Sequential cells grouped by signal name:
The bar under the picture is 20 um long. Other sequential cells in the stronger gray, the rest of the logic in the fainter gray.
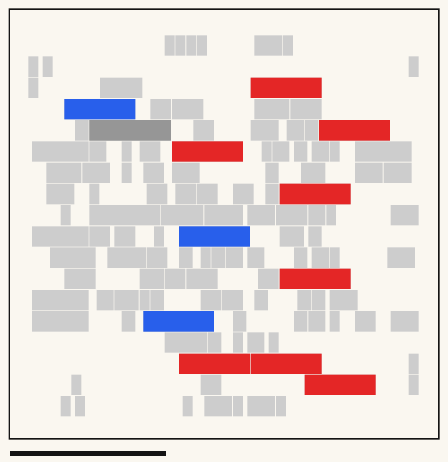
Power grid:
The bar under the picture is 20 um long. Pins as bars on the die edge. Tap cells in gray.
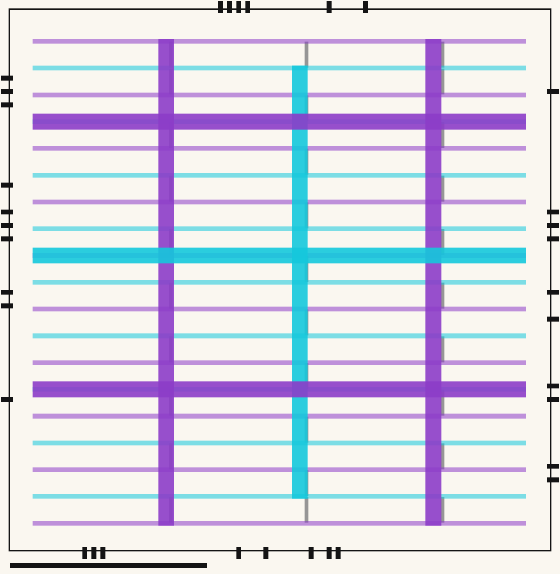
Wires at chosen ports, followed through buffers:
The bar under the picture is 20 um long.
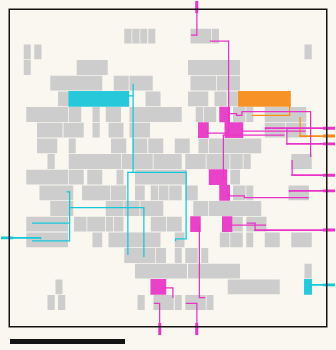
File: config.mk
export PLATFORM = sky130hd
export DESIGN_NAME = bit_stream_tx
export DESIGN_NICKNAME = d
export VERILOG_FILES = /design/src/rtl/bit_stream_tx.sv
export SDC_FILE = /design/constraint.sdc
export NUM_CORES = 1
export LEC_CHECK = 0
export ABC_AREA = 0
export CAP_MARGIN = 20
export CORE_MARGIN = 2
export CORE_UTILIZATION = 31
export DETAILED_ROUTE_END_ITERATION = 10
export GPL_ROUTABILITY_DRIVEN = 0
export PLACE_DENSITY_LB_ADDON = 0.2
export SETUP_SLACK_MARGIN = 0.4
export SYNTH_ARGS = -nofsm -noshare
export SYNTH_HDL_FRONTEND = slang
export SYNTH_SLANG_ARGS = --single-unit
File: constraint.sdc
create_clock -name clk -period 1.5 [get_ports clk]
set_input_delay 0.3 -clock clk [delete_from_list [all_inputs] [get_ports clk]]
set_output_delay 0.3 -clock clk [all_outputs]
set_load 0.05 [all_outputs]
File: src/rtl/bit_stream_tx.sv
`default_nettype none
// ============================================================================
//  Module   : bit_stream_tx
//  Purpose  : Serial transmitter. Takes parallel words over valid/ready and
//             shifts them out MSB-first with a data_valid strobe.
//             Optional macro PATTERN_COUNT_EN adds a "1011" match counter.
//  Revision : 1.0  initial release
// ============================================================================
module bit_stream_tx #(
  parameter int WORD_W     = 8,
  parameter int GAP_CYCLES = 0
) (
  input  logic              clk,
  input  logic              reset_n,
  input  logic [WORD_W-1:0] word_in,
  input  logic              word_valid,
  output logic              word_ready,
  input  logic              tx_enable,
  output logic              data_out,
  output logic              data_valid,
  output logic              busy,
  output logic [1:0]        state_out,
  output logic [15:0]       match_count
);

  localparam int                CNT_W      = $clog2(WORD_W);
  localparam logic [CNT_W-1:0]  C_LAST_IDX = CNT_W'(WORD_W - 1);
  localparam bit                C_HAS_GAP  = (GAP_CYCLES > 0);
  localparam logic [7:0]        C_GAP_LOAD = C_HAS_GAP ? 8'(GAP_CYCLES - 1) : 8'd0;

  typedef enum logic [1:0] {
    S_IDLE  = 2'd0,
    S_SHIFT = 2'd1,
    S_GAP   = 2'd2
  } state_t;

  state_t            r_state;
  state_t            w_state_nxt;
  logic [WORD_W-1:0] r_shreg;
  logic [WORD_W-1:0] w_shreg_nxt;
  logic [CNT_W-1:0]  r_bit_cnt;
  logic [CNT_W-1:0]  w_bit_cnt_nxt;
  logic [7:0]        r_gap_cnt;
  logic [7:0]        w_gap_cnt_nxt;
  logic              w_ready;
  logic              w_valid;

  always_ff @(posedge clk or negedge reset_n) begin
    if (!reset_n) begin
      r_state   <= S_IDLE;
      r_shreg   <= '0;
      r_bit_cnt <= '0;
      r_gap_cnt <= '0;
    end else begin
      r_state   <= w_state_nxt;
      r_shreg   <= w_shreg_nxt;
      r_bit_cnt <= w_bit_cnt_nxt;
      r_gap_cnt <= w_gap_cnt_nxt;
    end
  end

  always_comb begin
    w_state_nxt   = r_state;
    w_shreg_nxt   = r_shreg;
    w_bit_cnt_nxt = r_bit_cnt;
    w_gap_cnt_nxt = r_gap_cnt;
    w_ready       = 1'b0;
    w_valid       = 1'b0;
    case (r_state)
      S_IDLE: begin
        w_ready = 1'b1;
        if (word_valid) begin
          w_state_nxt   = S_SHIFT;
          w_shreg_nxt   = word_in;
          w_bit_cnt_nxt = C_LAST_IDX;
        end
      end
      S_SHIFT: begin
        w_valid = tx_enable;
        if (tx_enable) begin
          w_shreg_nxt   = {r_shreg[WORD_W-2:0], 1'b0};
          w_bit_cnt_nxt = r_bit_cnt - CNT_W'(1);
          if (r_bit_cnt == '0) begin
            w_bit_cnt_nxt = '0;
            if (C_HAS_GAP) begin
              w_state_nxt   = S_GAP;
              w_gap_cnt_nxt = C_GAP_LOAD;
            end else begin
              // Back-to-back reload: the next word's MSB follows with no bubble
              w_ready = 1'b1;
              if (word_valid) begin
                w_shreg_nxt   = word_in;
                w_bit_cnt_nxt = C_LAST_IDX;
              end else begin
                w_state_nxt = S_IDLE;
              end
            end
          end
        end
      end
      S_GAP: begin
        if (r_gap_cnt == '0) begin
          w_state_nxt = S_IDLE;
        end else begin
          w_gap_cnt_nxt = r_gap_cnt - 8'd1;
        end
      end
      default: w_state_nxt = S_IDLE;
    endcase
  end

  assign word_ready = w_ready;
  assign data_valid = w_valid;
  assign data_out   = r_shreg[WORD_W-1];
  assign busy       = (r_state != S_IDLE);
  assign state_out  = r_state;

`ifdef PATTERN_COUNT_EN
  logic [3:0]  r_hist;
  logic [3:0]  w_hist_nxt;
  logic [15:0] r_match_cnt;

  // History spans word boundaries and gaps; only reset clears it
  assign w_hist_nxt = {r_hist[2:0], r_shreg[WORD_W-1]};

  always_ff @(posedge clk or negedge reset_n) begin
    if (!reset_n) begin
      r_hist      <= '0;
      r_match_cnt <= '0;
    end else if (w_valid) begin
      r_hist <= w_hist_nxt;
      if (w_hist_nxt == 4'b1011) begin
        r_match_cnt <= r_match_cnt + 16'd1;
      end
    end
  end

  assign match_count = r_match_cnt;
`else
  assign match_count = 16'd0;
`endif

endmodule
`default_nettype wire
==> impl.org <==
#+TITLE: Physical design notes

** Run status
- The run finished, with violations left.
- The final reports fail on setup timing.

** Placed design
- Including well taps, the total number of placed cells is 140.
- Count of buffers inserted at the top-level ports :: 16
- At the placement stage, the worst setup path has a slack of -0.108 ns.
- Once detailed placement completed, the half-perimeter wirelength came to 1190 um.

** Setup path
- The report shows a maximum critical-path fanout of 2.
- STA classifies the critical path startpoint as a register.
- In this run the worst setup path begins at r_bit_cnt[0]$_DFFE_PN0P_.
- Capturing element type of the critical path :: output pin
- In the setup report, the worst path falls into the class register to output pin.
- End of the worst register-to-register path :: r_shreg[5]$_DFFE_PN0P_
- The critical path ends at word_ready.
- The worst register-to-register path has a depth of 6.
- For the worst setup path, the data required time is 1.20 ns.
- Critical Path AT :: 1.29 ns
- Slack of the worst reg-to-reg path :: 0.09 ns
- In this run the critical register-to-register path is launched from r_bit_cnt[1]$_DFFE_PN0P_.

** Synth
- Synthesized cell area :: 802 um^2
- Area leader share :: 37.4%
- The synthesis report lists the Yosys warning total as 0.
- The synthesized netlist devotes 3.12% of its cell area to adder and majority cells.
- Post-synth EDFFs :: 0
- Dominant cell type by area after synthesis :: dfrtp_1
- Avg Cell Area, Syn :: 8.62 um^2
- Commonest register cell after synthesis :: dfrtp_1
- Share of flip-flops with an asynchronous set or reset after synthesis :: 100%
- The synthesized instance count is 93.
- In this run, the synthesized area fraction spent on AND-OR/OR-AND gates is recorded as 17.9%.
- Post-synthesis xor/xnor area fraction :: 0%
- Cell count in the Yosys report :: 93
- Seq share, synth :: 37.4%
- The post-synth register bit count is 12.
- Multiplexer share :: 3.12%
- Per the synthesis report, the simple-gate share of the synthesized area is 15.3%.
- Dominant comb cell :: buffers and inverters
- Synth cell types :: 25
- Summed standard-cell area reported by yosys :: 802 um^2
- Yosys attributes the largest share of cell area to dfrtp_1 37%, buf_4 18%, nand3_1 5.0%.

** Clock network
- Total clock buffers created by CTS :: 3
- Per the post-CTS timing run, clock transition at the registers of the reported paths is 0.09 ns.
- Number of buffers on the longest clock path :: 2
- Total of hold buffers inserted after clock tree synthesis :: 0
- CTS tree :: yes
- The clock drives 12 sinks.
- Per the CTS log, the root buffer master is clkbuf_4.
- Clk_lat worst skew :: 0.28 ns
- Htree depth :: 1

** Global routing
- Overall routing resource usage recorded by global route was 13.9%.
- Entering global routing, the biggest net connects 18 pins.
- After global routing the overflow that remains totals 0.
- Number of antenna violations at the first check in global routing :: 0
- The first global-routing pass estimated 2880 um of wire.
- The number of global-route vias before repair is 623.

** Layout
- According to the finish report, the design has a final net count of 140.
- Final antenna diode count :: 0
- The layout summary lists the proportion of cells stronger than drive strength 1 as 36.0%.
- Util after Layout :: 49.3%
- Area overhead of the layout relative to synthesis :: 50.9%
- Leaving out filler cells and counting taps, the final layout contains 155.

** Power
- Worst vdd ir :: 1050 uV
- Power density over the cells :: 1570 nW/um^2
- The power report puts the leakage power at 0.567 nW.

** Drt
- First-pass DRT Iterations :: 4
- The final layout contains routed wiring with a total length of 2010 um.
- The count of nets left with antenna violations once routing finished came out at 0.
- Summing over every cut layer, the via total after detailed routing is 723.
- Ratio of routed vias to standard cells :: 4.66
- Final routed wire length divided by cell count :: 12.9 um
- Number of design-rule violations left by the first detailed-router iteration :: 12
- Remaining DRCs :: 0

** Timing
- Fin. max-slew vios :: 0
- Clock skew on the completed layout was measured at 0.00573 ns.
- Subtracting the final worst setup slack from the clock period gives 1.59 ns.
- In the finished design, the share of the clock period the worst path needs comes to 106%.
- Based on the critical path, the design can be clocked at up to 0.630 GHz.
- The most critical hold endpoint after final layout shows a slack of 0.324 ns.
- In the post-route analysis, the smallest setup slack over all paths is -0.0871 ns.
- Setup repair after global routing could not meet its margin everywhere.
- The final report lists the setup-violating endpoint count as 1.
- Final Hold Violation Tally :: 0

** Run
- Max-cap violations :: 0
- OpenROAD warning count :: 30

** Die
- The die is 54.9 um wide.
- Number of ports placed on the die boundary :: 34
- Die Span Y :: 54.9 um
- Number of rows created at floorplan :: 18
- Core area :: 2450 um^2
- FP Util :: 32.7%
- Die ar. :: 3010 um^2

** Worst hold path
- Hold crit path type :: input port to async pin
About 'sequential cells grouped by signal name':
blue -> r_bit_cnt  # placed flops 3
red -> r_shreg  # placed flops 8
not colored = 1

About 'power grid':
purple -> VSS
cyan -> VDD
met4 straps = 3
signal pins = 34
rows = 18

About 'wires at chosen ports, followed through buffers':
magenta -> word_in  # bits 8, direction input, end cells 8, buffers 8, wire 177 um
orange -> data_out  # bits 1, direction output, end cells 1, buffers 1, wire 15.8 um
cyan -> state_out  # bits 2, direction output, end cells 2, buffers 2, wire 105 um

worst min-delay path by stage:
stage                                 startpoint                        to  slack (ns)  depth (start not counted)
after floorplan                          reset_n  r_bit_cnt[0]$_DFFE_PN0P_       0.004                          0
after global placement    r_shreg[0]$_DFFE_PN0P_    r_shreg[0]$_DFFE_PN0P_        0.52                          2
after detailed placement  r_shreg[0]$_DFFE_PN0P_    r_shreg[0]$_DFFE_PN0P_        0.52                          2
after CTS                                reset_n    r_shreg[4]$_DFFE_PN0P_        0.33                          2
after global routing                     reset_n    r_shreg[4]$_DFFE_PN0P_        0.33                          2
final                                    reset_n    r_shreg[4]$_DFFE_PN0P_        0.32                          2
sequential cells by signal, summed over array words and instances, names as in the netlist:
register and cells:
r_bit_cnt 3, r_shreg 8, state_out 1
power by group:
| group | internal (mW) | total, mW | switching (mW) |
|---|---|---|---|
| clock | 0.147 | 0.266 | 0.119 |
| combinational | 0.512 | 1.06 | 0.550 |
| sequential | 0.457 | 0.567 | 0.110 |
stage by stage:
step           TNS [ns]  power, mW  instance area (um^2)
4_1_cts          -0.112       1.83                  1150
6_report        -0.0871       1.90                  1210
2_1_floorplan         0       1.22                   911
5_1_grt          -0.133       2.01                  1210
3_3_place_gp     -0.458       1.45                  1040
3_5_place_dp     -0.757       1.46                  1040
worst max-delay path, stage by stage, from the launching register on:
cell,delay (ns)
dfrtp_1,0.41
inv_2,0.09
ha_4,0.15
nand2b_4,0.06
o21ai_4,0.15
buf_12,0.15
cell families (layout without fill, tap and decap cells):
kind of cell / count (synthesis) / after routing
buffers and inverters: 27 / 40
and+or+nand+nor: 25 / 26
AOI/OAI and AO/OA: 24 / 24
DFF: 12 / 12
adders and majority gates: 2 / 2
muxes: 2 / 4
other: 1 / 17
metal layers:
layer	up-vias	share of wire (%)	wire length, um	track usage [%]
li1	354	-	-	-
met1	339	42	841	17.1
met2	30	50	1010	23.0
met3	0	7.7	155	3.83
met4	0	0	0	5.00
met5	-	0	0	0
layout make-up:
type | count | area, um^2
fill | 231 | 1240
multi-input combinational | 73 | 474
timing repair buffer | 30 | 333
sequential | 12 | 304
tap | 30 | 37.5
clock buffer | 4 | 36.3
inverter | 6 | 25.0
placed cells by master, fill, tap and decap left out, drive strengths merged, types with 2 or more instances in the layout:
master	count
buf	19
a31oi	7
mux2	3
nand2b	2
inv	6
nor2	9
dfrtp	12
nand3	8
clkdlybuf4s50	10
o21ai	12
nand2	2
ha	2
a21oi	2
conb	17
clkbuf	4
and3b	2
Yosys cell counts (2+ instances only):
cell type and count:
a21oi_1 2, a31oi_1 6, buf_4 19, dfrtp_1 12
ha_1 2, inv_1 6, nand2_1 2, nand2b_1 2
nand3_1 8, nor2_1 9, o21ai_0 4, o21ai_1 8
timing repair:
item	CTS	global route
cloned	1	2
buffers inserted	6	2
resized	10	9
setup endpoints to repair	17	17
pin swaps	12	2
Power is estimated from default activity; no workload was simulated.
